$ cat config.mk
export PLATFORM = sky130hd
export DESIGN_NAME = ps2_host_tx
export DESIGN_NICKNAME = d
export VERILOG_FILES = /design/src/rtl/ps2_pkg.sv /design/src/rtl/ps2_sync_edge.sv /design/src/rtl/ps2_host_tx.sv
export SDC_FILE = /design/constraint.sdc
export NUM_CORES = 1
export LEC_CHECK = 0
export CAP_MARGIN = 20
export CORE_ASPECT_RATIO = 2
export CORE_MARGIN = 4
export CORE_UTILIZATION = 45
export CTS_CLUSTER_DIAMETER = 150
export DETAILED_ROUTE_END_ITERATION = 16
export PLACE_DENSITY = 0.74
export REMOVE_ABC_BUFFERS = 1
export SYNTH_ARGS = -nofsm -noshare
export SYNTH_HDL_FRONTEND = slang
export SYNTH_HIERARCHICAL = 1
export SYNTH_SLANG_ARGS = --single-unit
export TNS_END_PERCENT = 10
$ cat constraint.sdc
create_clock -name clk -period 2.9 [get_ports clk]
set_input_delay 0.29 -clock clk [delete_from_list [all_inputs] [get_ports clk]]
set_output_delay 0.29 -clock clk [all_outputs]
set_load 0.1 [all_outputs]
$ cat src/rtl/ps2_pkg.sv
// ps2_pkg: shared types and helpers for the PS/2 host transmitter.
//   tx_state_t     - transmitter FSM states
//   PS2_DATA_BITS  - data bits per frame (sent LSB first)
//   PS2_FRAME_LAST - bit index of the stop bit (0..7 data, 8 parity, 9 stop)
//   odd_parity()   - parity bit that makes the 9-bit data+parity group odd
package ps2_pkg;

  typedef enum logic [2:0] {
    IDLE,
    INHIBIT,
    REQ,
    SHIFT,
    ACK,
    WAIT_REL
  } tx_state_t;

  localparam int PS2_DATA_BITS  = 8;
  localparam int PS2_FRAME_LAST = 9;

  function automatic logic odd_parity(input logic [7:0] b);
    return ~^b;
  endfunction

endpackage

$ cat src/rtl/ps2_sync_edge.sv
// ps2_sync_edge: 2-FF synchronizers for the PS/2 clock and data pads plus a
// falling-edge detector on the synchronized clock.
// Ports:
//   clk, rst_n        - system clock, asynchronous active-low reset
//   ps2c_in, ps2d_in  - raw asynchronous pad levels
//   clk_s, dat_s      - synchronized clock / data levels
//   fe                - high for one cycle after the synchronized clock falls
module ps2_sync_edge (
  input  logic clk,
  input  logic rst_n,
  input  logic ps2c_in,
  input  logic ps2d_in,
  output logic clk_s,
  output logic dat_s,
  output logic fe
);

  logic [1:0] c_sync_q;
  logic [1:0] d_sync_q;
  logic       c_prev_q;

  // Reset to the idle bus level (both lines high) so leaving reset never
  // looks like a falling clock edge.
  always_ff @(posedge clk or negedge rst_n) begin
    if (!rst_n) begin
      c_sync_q <= 2'b11;
      d_sync_q <= 2'b11;
      c_prev_q <= 1'b1;
    end else begin
      c_sync_q <= {c_sync_q[0], ps2c_in};
      d_sync_q <= {d_sync_q[0], ps2d_in};
      c_prev_q <= c_sync_q[1];
    end
  end

  assign clk_s = c_sync_q[1];
  assign dat_s = d_sync_q[1];
  assign fe    = c_prev_q & ~c_sync_q[1];

endmodule

$ cat src/rtl/ps2_host_tx.sv
// ps2_host_tx: PS/2 host-to-device command transmitter.
// Inhibits the bus, requests to send, shifts one byte + odd parity + stop on
// the device's falling clock edges, then samples the device ACK.
// Ports:
//   clk, rst_n             - system clock, asynchronous active-low reset
//   ps2c_in, ps2d_in       - raw PS/2 pad levels (asynchronous)
//   ps2c_pull, ps2d_pull   - 1 = pull the line low, 0 = release
//   tx_data, tx_start      - byte to send and its single-cycle request
//   busy                   - transfer in progress
//   done                   - one-cycle pulse at the end of every transfer
//   ack_ok, timeout        - outcome of the last transfer, held until next start
module ps2_host_tx
  import ps2_pkg::*;
#(
  parameter int CLK_HZ         = 50_000_000,
  parameter int INHIBIT_CYCLES = CLK_HZ / 10_000,      // 100 us
  parameter int TIMEOUT_CYCLES = (CLK_HZ / 1000) * 15  // 15 ms
) (
  input  logic       clk,
  input  logic       rst_n,
  input  logic       ps2c_in,
  input  logic       ps2d_in,
  output logic       ps2c_pull,
  output logic       ps2d_pull,
  input  logic [7:0] tx_data,
  input  logic       tx_start,
  output logic       busy,
  output logic       done,
  output logic       ack_ok,
  output logic       timeout
);

  localparam int INH_W = $clog2(INHIBIT_CYCLES + 1);
  localparam int TO_W  = $clog2(TIMEOUT_CYCLES + 1);

  localparam logic [INH_W-1:0] INH_PRE  = INH_W'(INHIBIT_CYCLES - 2);
  localparam logic [INH_W-1:0] INH_LAST = INH_W'(INHIBIT_CYCLES - 1);
  localparam logic [TO_W-1:0]  TO_LAST  = TO_W'(TIMEOUT_CYCLES - 1);
  localparam logic [TO_W-1:0]  TO_MAX   = TO_W'(TIMEOUT_CYCLES);
  localparam logic [3:0]       BIT_STOP = 4'(PS2_FRAME_LAST);

  logic clk_s, dat_s, fe;

  ps2_sync_edge u_sync (
    .clk    (clk),
    .rst_n  (rst_n),
    .ps2c_in(ps2c_in),
    .ps2d_in(ps2d_in),
    .clk_s  (clk_s),
    .dat_s  (dat_s),
    .fe     (fe)
  );

  tx_state_t                state_q, state_d;
  logic [PS2_DATA_BITS:0]   shift_q, shift_d;   // {parity, data}
  logic [3:0]               bit_cnt_q, bit_cnt_d;
  logic [INH_W-1:0]         inh_cnt_q, inh_cnt_d;
  logic [TO_W-1:0]          to_cnt_q, to_cnt_d;
  logic                     ps2c_pull_q, ps2c_pull_d;
  logic                     ps2d_pull_q, ps2d_pull_d;
  logic                     busy_q, busy_d;
  logic                     done_q, done_d;
  logic                     ack_ok_q, ack_ok_d;
  logic                     timeout_q, timeout_d;
  logic                     to_active;

  // The timeout window covers everything after the clock line is released.
  assign to_active = (state_q == REQ) || (state_q == SHIFT) ||
                     (state_q == ACK) || (state_q == WAIT_REL);

  always_ff @(posedge clk or negedge rst_n) begin
    if (!rst_n) begin
      state_q     <= IDLE;
      shift_q     <= '0;
      bit_cnt_q   <= '0;
      inh_cnt_q   <= '0;
      to_cnt_q    <= '0;
      ps2c_pull_q <= 1'b0;
      ps2d_pull_q <= 1'b0;
      busy_q      <= 1'b0;
      done_q      <= 1'b0;
      ack_ok_q    <= 1'b0;
      timeout_q   <= 1'b0;
    end else begin
      state_q     <= state_d;
      shift_q     <= shift_d;
      bit_cnt_q   <= bit_cnt_d;
      inh_cnt_q   <= inh_cnt_d;
      to_cnt_q    <= to_cnt_d;
      ps2c_pull_q <= ps2c_pull_d;
      ps2d_pull_q <= ps2d_pull_d;
      busy_q      <= busy_d;
      done_q      <= done_d;
      ack_ok_q    <= ack_ok_d;
      timeout_q   <= timeout_d;
    end
  end

  always_comb begin
    state_d     = state_q;
    shift_d     = shift_q;
    bit_cnt_d   = bit_cnt_q;
    inh_cnt_d   = inh_cnt_q;
    to_cnt_d    = to_cnt_q;
    ps2c_pull_d = ps2c_pull_q;
    ps2d_pull_d = ps2d_pull_q;
    busy_d      = busy_q;
    done_d      = 1'b0;
    ack_ok_d    = ack_ok_q;
    timeout_d   = timeout_q;

    if (to_active && (to_cnt_q != TO_MAX)) begin
      to_cnt_d = to_cnt_q + 1'b1;
    end

    unique case (state_q)
      IDLE: begin
        // A start coinciding with the done pulse is dropped on purpose.
        if (tx_start && !done_q) begin
          shift_d     = {odd_parity(tx_data), tx_data};
          ack_ok_d    = 1'b0;
          timeout_d   = 1'b0;
          busy_d      = 1'b1;
          inh_cnt_d   = '0;
          ps2c_pull_d = 1'b1;
          state_d     = INHIBIT;
        end
      end
      INHIBIT: begin
        inh_cnt_d = inh_cnt_q + 1'b1;
        // Pull data one cycle ahead so the start bit is on the wire during
        // the final inhibit cycle (outputs are registered).
        if (inh_cnt_q == INH_PRE) begin
          ps2d_pull_d = 1'b1;
        end
        if (inh_cnt_q == INH_LAST) begin
          ps2c_pull_d = 1'b0;
          bit_cnt_d   = '0;
          to_cnt_d    = '0;
          state_d     = REQ;
        end
      end
      REQ: begin
        if (fe) begin
          bit_cnt_d = '0;
          state_d   = SHIFT;
        end
      end
      SHIFT: begin
        if (fe) begin
          if (bit_cnt_q == BIT_STOP) begin
            ps2d_pull_d = 1'b0;
            state_d     = ACK;
          end else begin
            ps2d_pull_d = ~shift_q[bit_cnt_q];
          end
          bit_cnt_d = bit_cnt_q + 1'b1;
        end
      end
      ACK: begin
        if (fe) begin
          ack_ok_d = ~dat_s;
          state_d  = WAIT_REL;
        end
      end
      WAIT_REL: begin
        if (clk_s && dat_s) begin
          done_d  = 1'b1;
          busy_d  = 1'b0;
          state_d = IDLE;
        end
      end
      default: state_d = IDLE;
    endcase

    // Abort overrides whatever the protocol step decided this cycle.
    if (to_active && (to_cnt_q == TO_LAST)) begin
      ps2c_pull_d = 1'b0;
      ps2d_pull_d = 1'b0;
      timeout_d   = 1'b1;
      ack_ok_d    = 1'b0;
      done_d      = 1'b1;
      busy_d      = 1'b0;
      state_d     = IDLE;
    end
  end

  assign ps2c_pull = ps2c_pull_q;
  assign ps2d_pull = ps2d_pull_q;
  assign busy      = busy_q;
  assign done      = done_q;
  assign ack_ok    = ack_ok_q;
  assign timeout   = timeout_q;

endmodule

==> notes.md, run 1 <==
fresh numbers from the pnr run: Post-Place Cell Area 0.003442 sq mm, crit path kind reg -> reg, Chip Width 67.23 um, Syn. warnings 6, Pleak ~1.6 nW, row cnt 43, vias per cell 5.716, Final period util 0.8190, R2R Path Start state_q[1], mapped cell area between 0.003 and 0.004 sq mm, worst-path cell chain ha_1 > nand4b_1 > or2_2 > or4_1 > a21oi_1, Top cell area share 0.4360, Final GP Congestion 0.8487, Worst-Margin Slew ~0.7 ns, Tapcell Cnt 90, CP max stage cell dfrtp_1, DP HPWL 5294 um, CP Data Required Time 3.14 ns, CP Capture Type flop, Mux cell area share 0.06579, drt drc 0, max-cap viol count 0, flip-flops with a built-in enable 0, CTS Buf Count 9, CP endpoint to_cnt_q[15], diode count 0, tool warnings 28, Multi-In Gates 232, cts hold-fix bufs 1, met2 global-route usage 0.3399, WL final 7095 um, synthesis area per yosys 0.003157 sq mm, internal power ~0.0015 W, CTS Sinks 60, Design Area, Final 0.003722 sq mm, Die Y around 130 um, Mean Syn Cell Area around 10 sq um, met1 Track Usage GR 0.1979, Seq/total area 0.4050, cell count of the worst reg-to-reg path 5, clock buffer depth 2, Final Hold Fails 0, final worst slack 0.5250 ns, Via Count 2492, RR Endpoint to_cnt_q[15], combinational share of cell area 0.4192, Biggest Area Class combinational gates, Global Route Usage Sum 0.1934, dpl cells 420, Place WS 0.5392 ns, pin count of the biggest net entering global routing 37, most common cell in the netlist dfrtp_1, layout cells sized above 1 0.1561, Synth cell types 52, CP startpoint kind flop, Flop area 0.001508 sq mm, logic area 0.001560 sq mm, initial antenna violation count 0, area grow syn2layout 17.92%, GR peak layer met2, number of cells in Yosys stat 315, setup TNS 0 ns, port buffer count 18, non-clk buf share 0.05983, Simple-Gate Area Share 0.2315, Switch Pwr between 0.0003 and 0.0004 W, upper clock frequency limit 0.4211 GHz, Root Buffer clkbuf_16, cells after synthesis around 320, Buf+Inv Stages, Crit Path 0, yosys xor share 0.04717, Post-synth ARST share 1.000, grt ovf 0, M3 GR Usage 0.03632, Worst EP arrival 2.62 ns, final core utilization 0.5405, Clock Network Area Fraction 0.07261, Comb power frac 0.033, Worst VDD drop 0.5591 mV, CTS tree done, synth cell count leaders 55 x dfrtp_1, 28 x nor2_1, 26 x nand2_1, worst setup path start state_q[1], H-Tree Depth 3, Synth logic family simple AND/OR/NAND/NOR gates, Final ANT Viol Nets 0, post-CTS setup buffer count 0, Adder Area Share 0.02774, Clk pin slew, worst setup/hold paths 0.05 ns, FFs & Latches 60, final non-filler cell total between 400 and 500, power per cell area 503.8 mW/mm^2, FP Util 0.4584, final setup fails 0, core area 0.006887 sq mm, Flops after synth 60, AND-OR/OR-AND Cells, Area Fraction 0.1221, cell family with most CP delay simple AND/OR/NAND/NOR gates, nonclk buf count 26, vias in the first global route 2611, WL per Instance between 15 and 20 um, Synth area leader dfrtp_1, register share of total power 0.452, number of clock-tree buffers in the layout 13, Sw Share 0.2049, drt initial violations around 180, Hold Path Class in -> async, Slew Viols, Final 0, DRT Pass-1 Iters 4, Inverters, non-clock 13, Fillers 655, minimum clock period 2.375 ns, nets 362, DIE AREA around 0.0085 sq mm, main area contributors dfrtp_1 44%, dfstp_2 4.2%, xnor2_1 3.6%, Commonest flop dfrtp_1, I/O Pins 19, RSZ-0062 raised after global routing no, Critical Path Stages 5, max incr delay on CP 0.51 ns, post-cts repair resize count 0, Seq/Total Area, Yosys 0.4776, wire length of the first global-routing pass 12210 um, status finished clean, Slew Limit Headroom 0.5386, R2R setup slack approximately 0.53 ns, CP max FO 13
-- run 1: cells in the final DEF (no fill, tap or decap), drive strengths merged, types with 10 or more instances in the layout --
cell type      instances
a21oi                 19
buf                   14
clkbuf                13
clkdlybuf4s50         11
dfrtp                 55
inv                   13
mux2                  10
nand2                 26
nand3                 12
nor2                  28
o21ai                 15
xnor2                 13
-- run 1: power groups by stage --
stage               sequential, W  combinational, W  clock, W
floorplan                0.000861         0.0000208         0
global placement         0.000861         0.0000610         0
detailed placement       0.000861         0.0000625         0
CTS                      0.000847         0.0000637  0.000994
global route             0.000847         0.0000692   0.00102
finish                   0.000848         0.0000616  0.000966
-- run 1: stage by stage --
stage               hold WS [ns]  total power [W]
floorplan              -0.005591        0.0008813
global placement          0.1267        0.0009218
detailed placement        0.1256        0.0009235
CTS                       0.3240         0.001905
global route              0.3559         0.001935
finish                    0.3260         0.001875
-- run 1: layer usage --
layer,share of wire,vias up
met5,0,-
met4,0.046,0
met3,0.032,22
met2,0.56,51
met1,0.36,1218
li1,-,1201
-- run 1: how the worst min path moves through the flow --
| stage | from | end | slack (ns) | cells after the start |
|---|---|---|---|---|
| final | rst_n | ps2c_pull | 0.33 | 2 |
| after global routing | rst_n | ps2c_pull | 0.36 | 2 |
| after CTS | rst_n | ps2c_pull | 0.32 | 2 |
| after detailed placement | rst_n | ps2c_pull | 0.13 | 1 |
| after global placement | rst_n | busy | 0.13 | 1 |
| after floorplan | rst_n | ack_ok | -0.006 | 0 |
-- run 1: flip-flops by register name (all words and copies together), names as in the netlist --
register and count:
to_cnt_q 20, inh_cnt_q 13, shift_q 9, bit_cnt_q 4, state_q 3, u_sync/c_sync_q 2, u_sync/d_sync_q 2, ack_ok 1
busy 1, done 1, ps2c_pull 1, ps2d_pull 1, timeout 1, u_sync/c_prev_q 1
**Run 1: supply network**

Bar = 20 um. Pins as bars on the die edge.
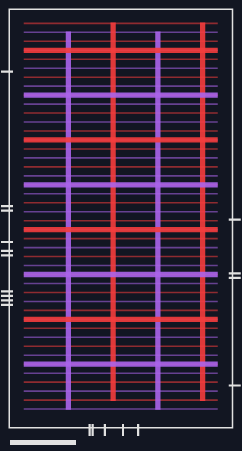
Purple shows VSS. Red shows VDD.
19 signal pins sit on the boundary. The core has 43 rows.

**Run 1: cells coloured by class**

Fill, decap, tap and diode cells in grey.
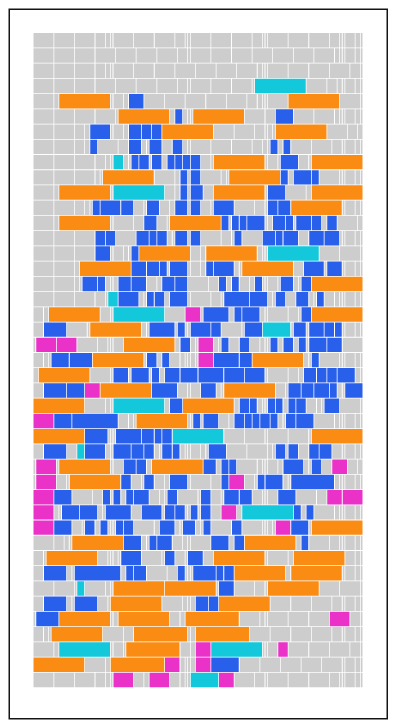
Orange shows flip-flops, cells 60, share of their area 42%. Magenta shows other buffers and delay cells, cells 26, share of their area 6.2%. Blue shows all other logic, cells 245, share of their area 45%. Cyan shows clock drivers and dummy loads, cells 15, share of their area 7.5%.

**Run 1: clock wires, drivers and flops**

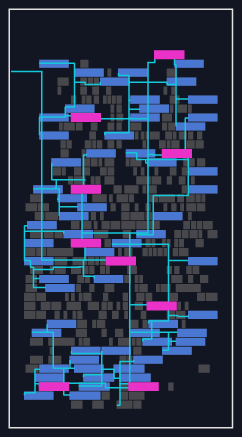
Cyan shows clock wires, length 857 um. Blue shows flip-flops, count 60. Magenta shows cells driving clock nets, count 9.
There are 10 routed clock nets. Position of the flops: all over the die.
clock share of power: 0.515
Setup Skew: 0.005741 ns
clk latency late pin: 0.33 ns
P_clk: 0.000966 W

**Run 1: metal layers overlaid**

Bar = 20 um. Only two layers are drawn.
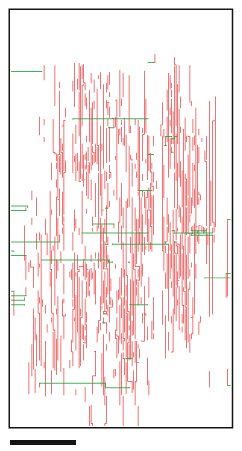
Green shows met3, wire length 225 um. Red shows met2, wire length 4000 um.

--- run 2 (diff from run 1) ---
PLACE_DENSITY = 0.77   (was 0.74)
clock period = 2 ns   (was 2.9 ns; I/O delays follow)
**Run 2: metal layers overlaid**

Bar = 20 um. Only two layers are drawn.
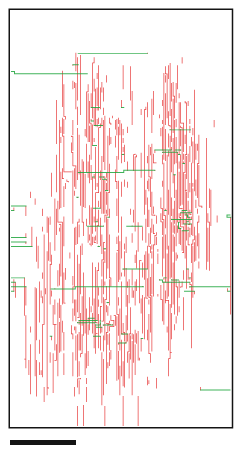
Red shows met2, wire length 4030 um. Green shows met3, wire length 266 um.

**Run 2: cells coloured by class**

Fill, decap, tap and diode cells in grey.
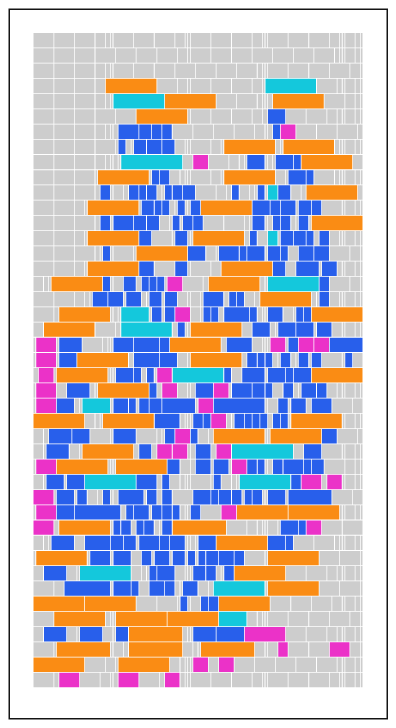
Orange shows flip-flops, cells 60, share of their area 40%. Cyan shows clock drivers and dummy loads, cells 16, share of their area 8.8%. Blue shows all other logic, cells 245, share of their area 43%. Magenta shows other buffers and delay cells, cells 38, share of their area 8.5%.

==> notes.md, run 2 <==
fresh numbers from the pnr run: port buffer count 18 (unchanged), Commonest flop dfrtp_1, P_clk 0.00171 W (+77%), Global Route Usage Sum 0.1997 (+0.006362), Most flops, register to_cnt_q, Chip Width 67.23 um (unchanged), Worst EP arrival 2.13 ns (-0.49 ns), most common cell in the netlist dfrtp_1, P_seq 0.00123 W (+45%), core area 0.006887 sq mm (unchanged), Comb power frac 0.030 (-0.003), Switch Pwr 0.0005732 W (+49%), CP Capture Type flop, FP Util 0.4584 (unchanged), drt drc 0 (unchanged), Setup Skew 0.006683 ns (+0.0009424 ns), RSZ-0062 raised after global routing no, Seq/Total Area, Yosys 0.4776 (unchanged), WL final 7470 um (+5.3%), Post-Place Cell Area 0.003537 sq mm (+2.8%), Via Count 2630 (+5.5%), crit path kind reg -> reg, max incr delay on CP 0.49 ns (-0.02 ns), Comb group 0.0000899 W (+46%), Pleak 1.680 nW (+6.4%), DIE AREA 0.008501 sq mm (unchanged), upper clock frequency limit 0.5288 GHz (+26%), diode count 0 (unchanged), drt initial violations 149 (-19%), CTS Sinks 60 (unchanged), Final ANT Viol Nets 0 (unchanged), Syn. warnings 6 (unchanged), Design Area, Final 0.003926 sq mm (+5.5%), Slew Viols, Final 0 (unchanged), Worst-Margin Slew 0.5368 ns (-0.1536 ns), initial antenna violation count 0 (unchanged), Top cell area share 0.4360 (unchanged), CP max FO 8 (-5), Flops after synth 60 (unchanged), area grow syn2layout 24.38%, power per cell area 771.6 mW/mm^2 (+53%), M3 GR Usage 0.04694 (+0.01063), number of flip-flops in the largest register 20 (unchanged), R2R setup slack 0.11 ns (-0.42 ns), CP startpoint kind flop, status finished clean, synth cell count leaders 55 x dfrtp_1, 28 x nor2_1, 26 x nand2_1, Clk pin slew, worst setup/hold paths 0.05 ns (about the same), number of cells in Yosys stat 315 (unchanged), most frequent logic cell in the layout dfrtp_1, DP HPWL 5357 um (+1.2%), cells after synthesis 315 (unchanged), Worst VDD drop 0.5447 mV (-2.6%), worst-path cell chain nand4_4 > or3_4 > or4b_1 > a21oi_1, Fillers 624 (-4.7%), Routed met3 length 265 um (+18%), Pwr Total 0.003030 W (+62%), clk latency late pin 0.33 ns (about the same), vias in the first global route 2797 (+7.1%), Sw Share 0.1892 (-0.01569), max-cap viol count 0 (unchanged), minimum clock period 1.891 ns (-0.4841 ns), I/O Pins 19 (unchanged), pin count of the biggest net entering global routing 39 (+5.4%), CP max stage cell or4b_1, flip-flops with a built-in enable 0 (unchanged), Root Buffer clkbuf_16, internal power 0.002456 W (+65%), WHS 0.2789 ns (-0.04712 ns), Largest Pwr Group the clock network, cell family with most CP delay simple AND/OR/NAND/NOR gates, final setup fails 0 (unchanged), wire length of the first global-routing pass 12600 um (+3.2%), vias per cell 5.857 (+2.5%), DRT Pass-1 Iters 5 (+1), Final GP Congestion 0.9059 (+6.7%), H-Tree Depth 3 (unchanged), Buf+Inv Stages, Crit Path 0 (unchanged), tool warnings 28 (unchanged), Hold Path Class in -> reg, Final period util 0.9454 (+0.1265), clock buffer depth 2 (unchanged), highest metal used met4, CP Data Required Time 2.24 ns (-0.90 ns), main area contributors dfrtp_1 44%, dfstp_2 4.2%, xnor2_1 3.6%, nets 374 (+3.3%), Synth cell types 52 (unchanged), leading registers by flop count to_cnt_q (20), inh_cnt_q (13), shift_q (9), Die Y 126.5 um (unchanged), CTS tree done, final non-filler cell total 449 (+3.0%), Slew Limit Headroom 0.6422 (+0.1035), most common logic cells in the final layout 55 x dfrtp_1, 28 x nor2_1, 26 x nand2_1, Met1 Wirelength 2619 um (+3.1%), final worst slack 0.1091 ns (-0.4159 ns), met1 Track Usage GR 0.1947 (-0.003256), routed wl met2 4032 um (+0.72%), grt ovf 0 (unchanged), Mean Syn Cell Area 10.02 sq um (unchanged), WL per Instance 16.64 um (+2.2%), GR peak layer met2, synthesis area per yosys 0.003157 sq mm (unchanged), CTS Buf Count 9 (unchanged), register share of total power 0.406 (-0.046), dpl cells 431 (+2.6%), Final Hold Fails 0 (unchanged), row cnt 43 (unchanged), Post-synth ARST share 1.000 (unchanged), met2 global-route usage 0.3341 (-0.005800), layout cells sized above 1 0.2061 (+0.05006), Synth area leader dfrtp_1, mapped cell area 0.003157 sq mm (unchanged), clock share of power 0.565 (+0.050), Place WS 0.06374 ns (-0.4755 ns)
## run 2: cell counts after synthesis
Identical to the previous run, type by type.
## run 2: final timing paths
path                                       to  depth (start not counted)          startpoint
max                              to_cnt_q[19]                          4         to_cnt_q[5]
min                        u_sync/c_sync_q[0]                          1             ps2c_in
max reg2reg                      to_cnt_q[19]                          4         to_cnt_q[5]
min reg2reg                u_sync/d_sync_q[1]                          0  u_sync/d_sync_q[0]
max in group asynchronous     u_sync/c_prev_q                          3               rst_n
min in group asynchronous              ack_ok                          2               rst_n
## run 2: repair_timing
item / in CTS / in global routing
setup buffers: 0 / 1
endpoints found under the setup margin: 0 / 8
resized: 0 / 6
hold buffers: 1 / 0
endpoints found under the hold margin: 18 / 0
## run 2: cell type report
| cell class | count | area [sq um] | share of cell area |
|---|---|---|---|
| Clock buffer | 12 | 266.5 | 0.06788 |
| Clock inverter | 4 | 70.07 | 0.01785 |
| Inverter | 13 | 48.80 | 0.01243 |
| Multi-Input combinational cell | 232 | 1595 | 0.4063 |
| Sequential cell | 60 | 1508 | 0.3840 |
| Tap cell | 90 | 112.6 | 0.02868 |
| Timing Repair Buffer | 38 | 325.3 | 0.08286 |
## run 2: logic make-up after synthesis
kind of cell / Yosys count / share of synthesized area
multiplexers: 17 / 0.06579
flip-flops: 60 / 0.4776
adder cells (fa/ha/maj): 7 / 0.02774
AND/OR/NAND/NOR: 129 / 0.2315
AND-OR/OR-AND: 62 / 0.1221
XOR/XNOR: 17 / 0.04717
buffers and inverters: 23 / 0.02814
## run 2: through the flow
step	utilization	setup TNS [ns]
after floorplan	-	-1.560
after global placement	0.5136	0
after detailed placement	0.5136	0
after CTS	0.5640	0
after global routing	0.5701	0
final	0.5701	0
**Run 2: clock wires, drivers and flops**

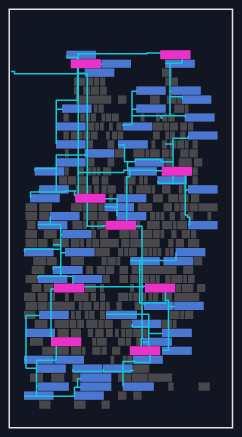

--- run 3 (diff from run 2) ---
GPL_TIMING_DRIVEN = 0   (was default)
SLEW_MARGIN = 20   (was default)
**Run 3: clock wires, drivers and flops**

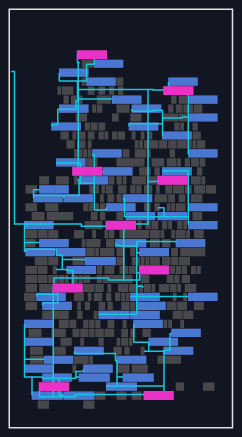
Magenta shows cells driving clock nets, count 9. Blue shows flip-flops, count 60. Cyan shows clock wires, length 839 um.
There are 10 routed clock nets. Position of the flops: all over the die.
clock share of power: 0.510
Setup Skew: 0.005483 ns

==> notes.md, run 3 <==
fresh numbers from the pnr run: Commonest flop dfrtp_1, Mux cell area share 0.06579 (unchanged), Hold Path End u_sync/d_sync_q[0], layout cells sized above 1 0.1852 (-0.02094), routed wl met2 3980 um (-1.3%), CTS Sinks 60 (unchanged), Post-Place Cell Area 0.003427 sq mm (-3.1%), met2 global-route usage 0.3219 (-0.01218), Pwr Total 0.002690 W (-11%), WHS 0.2801 ns (+0.001170 ns), Final period util 0.9922 (+0.04674), max-cap viol count 0 (unchanged), DRT Pass-1 Iters 4 (-1), synthesis area per yosys 0.003157 sq mm (unchanged), CP Data Required Time 2.25 ns (about the same), core area 0.006887 sq mm (unchanged), DP HPWL 4820 um (-10%), pin count of the biggest net entering global routing 34 (-13%), highest metal used met4, leading registers by flop count to_cnt_q (20), inh_cnt_q (13), shift_q (9), Place WS -0.9608 ns (-1.025 ns), grt ovf 0 (unchanged), RSZ-0062 raised after global routing yes, port buffer count 18 (unchanged), Design Area, Final 0.003849 sq mm (-2.0%), CP Capture Type flop, Pleak 1.631 nW (-2.9%), Top cell area share 0.4360 (unchanged), upper clock frequency limit 0.5039 GHz (-4.7%), R2R Path Start state_q[2], CTS tree done, Simple-Gate Area Share 0.2315 (unchanged), number of flip-flops in the largest register 20 (unchanged), row cnt 43 (unchanged), Met1 Wirelength 2741 um (+4.7%), drt drc 0 (unchanged), Slew Viols, Final 0 (unchanged), final worst slack 0.01563 ns (-0.09347 ns), wire length of the first global-routing pass 12160 um (-3.5%), Final ANT Viol Nets 0 (unchanged), final non-filler cell total 441 (-1.8%), most frequent logic cell in the layout dfrtp_1, Most flops, register to_cnt_q, RR Endpoint to_cnt_q[19], status finished clean, Global Route Usage Sum 0.1927 (-0.007053), clk latency late pin 0.33 ns (about the same), Mean Syn Cell Area 10.02 sq um (unchanged), CTS Buf Count 9 (unchanged), met1 Track Usage GR 0.2021 (+0.007442), Post-synth ARST share 1.000 (unchanged), vias per cell 5.755 (-1.7%), Root Buffer clkbuf_16, Synth cell types 52 (unchanged), Final Hold Fails 0 (unchanged), final core utilization 0.5589 (-0.01127), setup TNS 0 ns (unchanged), initial antenna violation count 0 (unchanged), worst min-delay path startpoint ps2d_in, flip-flops with a built-in enable 0 (unchanged), Synth area leader dfrtp_1, Chip Width 67.23 um (unchanged), dpl cells 414 (-3.9%), diode count 0 (unchanged), power per cell area 699.0 mW/mm^2 (-9.4%), Worst EP arrival 2.23 ns (+0.10 ns), most common logic cells in the final layout 52 x dfrtp_1, 27 x nor2_1, 25 x nand2_1, WL per Instance 16.39 um (-1.5%), GR peak layer met2, FP Util 0.4584 (unchanged), WL final 7230 um (-3.2%), area grow syn2layout 21.92%, cells after synthesis 315 (unchanged), Clk pin slew, worst setup/hold paths 0.05 ns (about the same), H-Tree Depth 3 (unchanged), final setup fails 0 (unchanged), R2R setup slack 0.02 ns (-0.09 ns), most common cell in the netlist dfrtp_1, synth cell count leaders 55 x dfrtp_1, 28 x nor2_1, 26 x nand2_1, CP max FO 5 (-3), crit path kind reg -> reg, Flops after synth 60 (unchanged), Hold Path Class in -> reg, yosys xor share 0.04717 (unchanged), number of cells in Yosys stat 315 (unchanged), AND-OR/OR-AND Cells, Area Fraction 0.1221 (unchanged), minimum clock period 1.984 ns (+0.09347 ns), Syn. warnings 6 (unchanged), mapped cell area 0.003157 sq mm (unchanged), M3 GR Usage 0.05226 (+0.005314), main area contributors dfrtp_1 44%, dfstp_2 4.2%, xnor2_1 3.6%, Synth logic family simple AND/OR/NAND/NOR gates, clock buffer depth 2 (unchanged), DIE AREA 0.008501 sq mm (unchanged), Die Y 126.5 um (unchanged), Worst-Margin Slew 0.9598 ns (+0.4230 ns), Slew Limit Headroom 0.3627 (-0.2794), drt initial violations 188 (+26%), cell count of the worst reg-to-reg path 7 (+3), Seq/Total Area, Yosys 0.4776 (unchanged)
**Run 3: supply network**

Bar = 20 um. Pins as bars on the die edge.
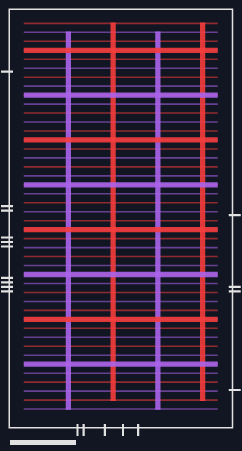
Red shows VDD. Purple shows VSS.
The core has 43 rows. 8 straps on met5.

==> run 3: cell counts after synthesis <==
No cell type changed its count.
==> run 3: power by group <==
group	switching, W	total, W	internal [W]
clock network	0.000504	0.00137	0.000866
registers	0.00000309	0.00123	0.00123
logic	0.0000461	0.0000907	0.0000446
total	0.000554	0.00269	0.00214
==> run 3: how the worst max path moves through the flow <==
stage               cells past startpoint          from  slack [ns]           end
finish                                  7    state_q[2]        0.02  to_cnt_q[19]
global route                            7    state_q[2]       -0.04  to_cnt_q[19]
CTS                                     6    state_q[1]       0.006  to_cnt_q[19]
detailed placement                      5  inh_cnt_q[0]       -0.96  bit_cnt_q[1]
global placement                        1         rst_n       -1.17  inh_cnt_q[8]
floorplan                               5  inh_cnt_q[0]       -0.36  bit_cnt_q[1]
==> run 3: cell type report <==
class	instances	area, sq um	share of cell area
multi-input cells	233	1640	0.4262
flip-flops and latches	60	1511	0.3927
repair buffers	29	271.5	0.07055
clock buffers	14	254.0	0.06599
well taps	90	112.6	0.02926
inverters	13	48.80	0.01268
clock inverters	2	10.01	0.002601
==> run 3: worst max-delay path: stages, from the launching register on <==
cell      delay, ns
dfrtp_2        0.42
inv_1          0.10
ha_4           0.22
nand4b_1       0.23
buf_6          0.18
nor3_2         0.13
or4b_1         0.44
a21oi_1        0.18
==> run 3: kinds of logic after synthesis <==
| group | after synthesis |
|---|---|
| xor+xnor | 17 |
| simple gates | 129 |
| compound gates | 62 |
| fa+ha+maj | 7 |
| buf+inv | 23 |
| mux | 17 |
| flops | 60 |
==> run 3: what timing repair did <==
action                                  4_1_cts  5_1_grt
gates cloned                                  1        0
hold endpoints to repair                     22        0
hold buffers                                  1        0
pin swaps                                     3        2
resized                                      16        9
setup buffers                                 4        5
endpoints found under the setup margin       53       24
Power and IR drop assume default switching activity.
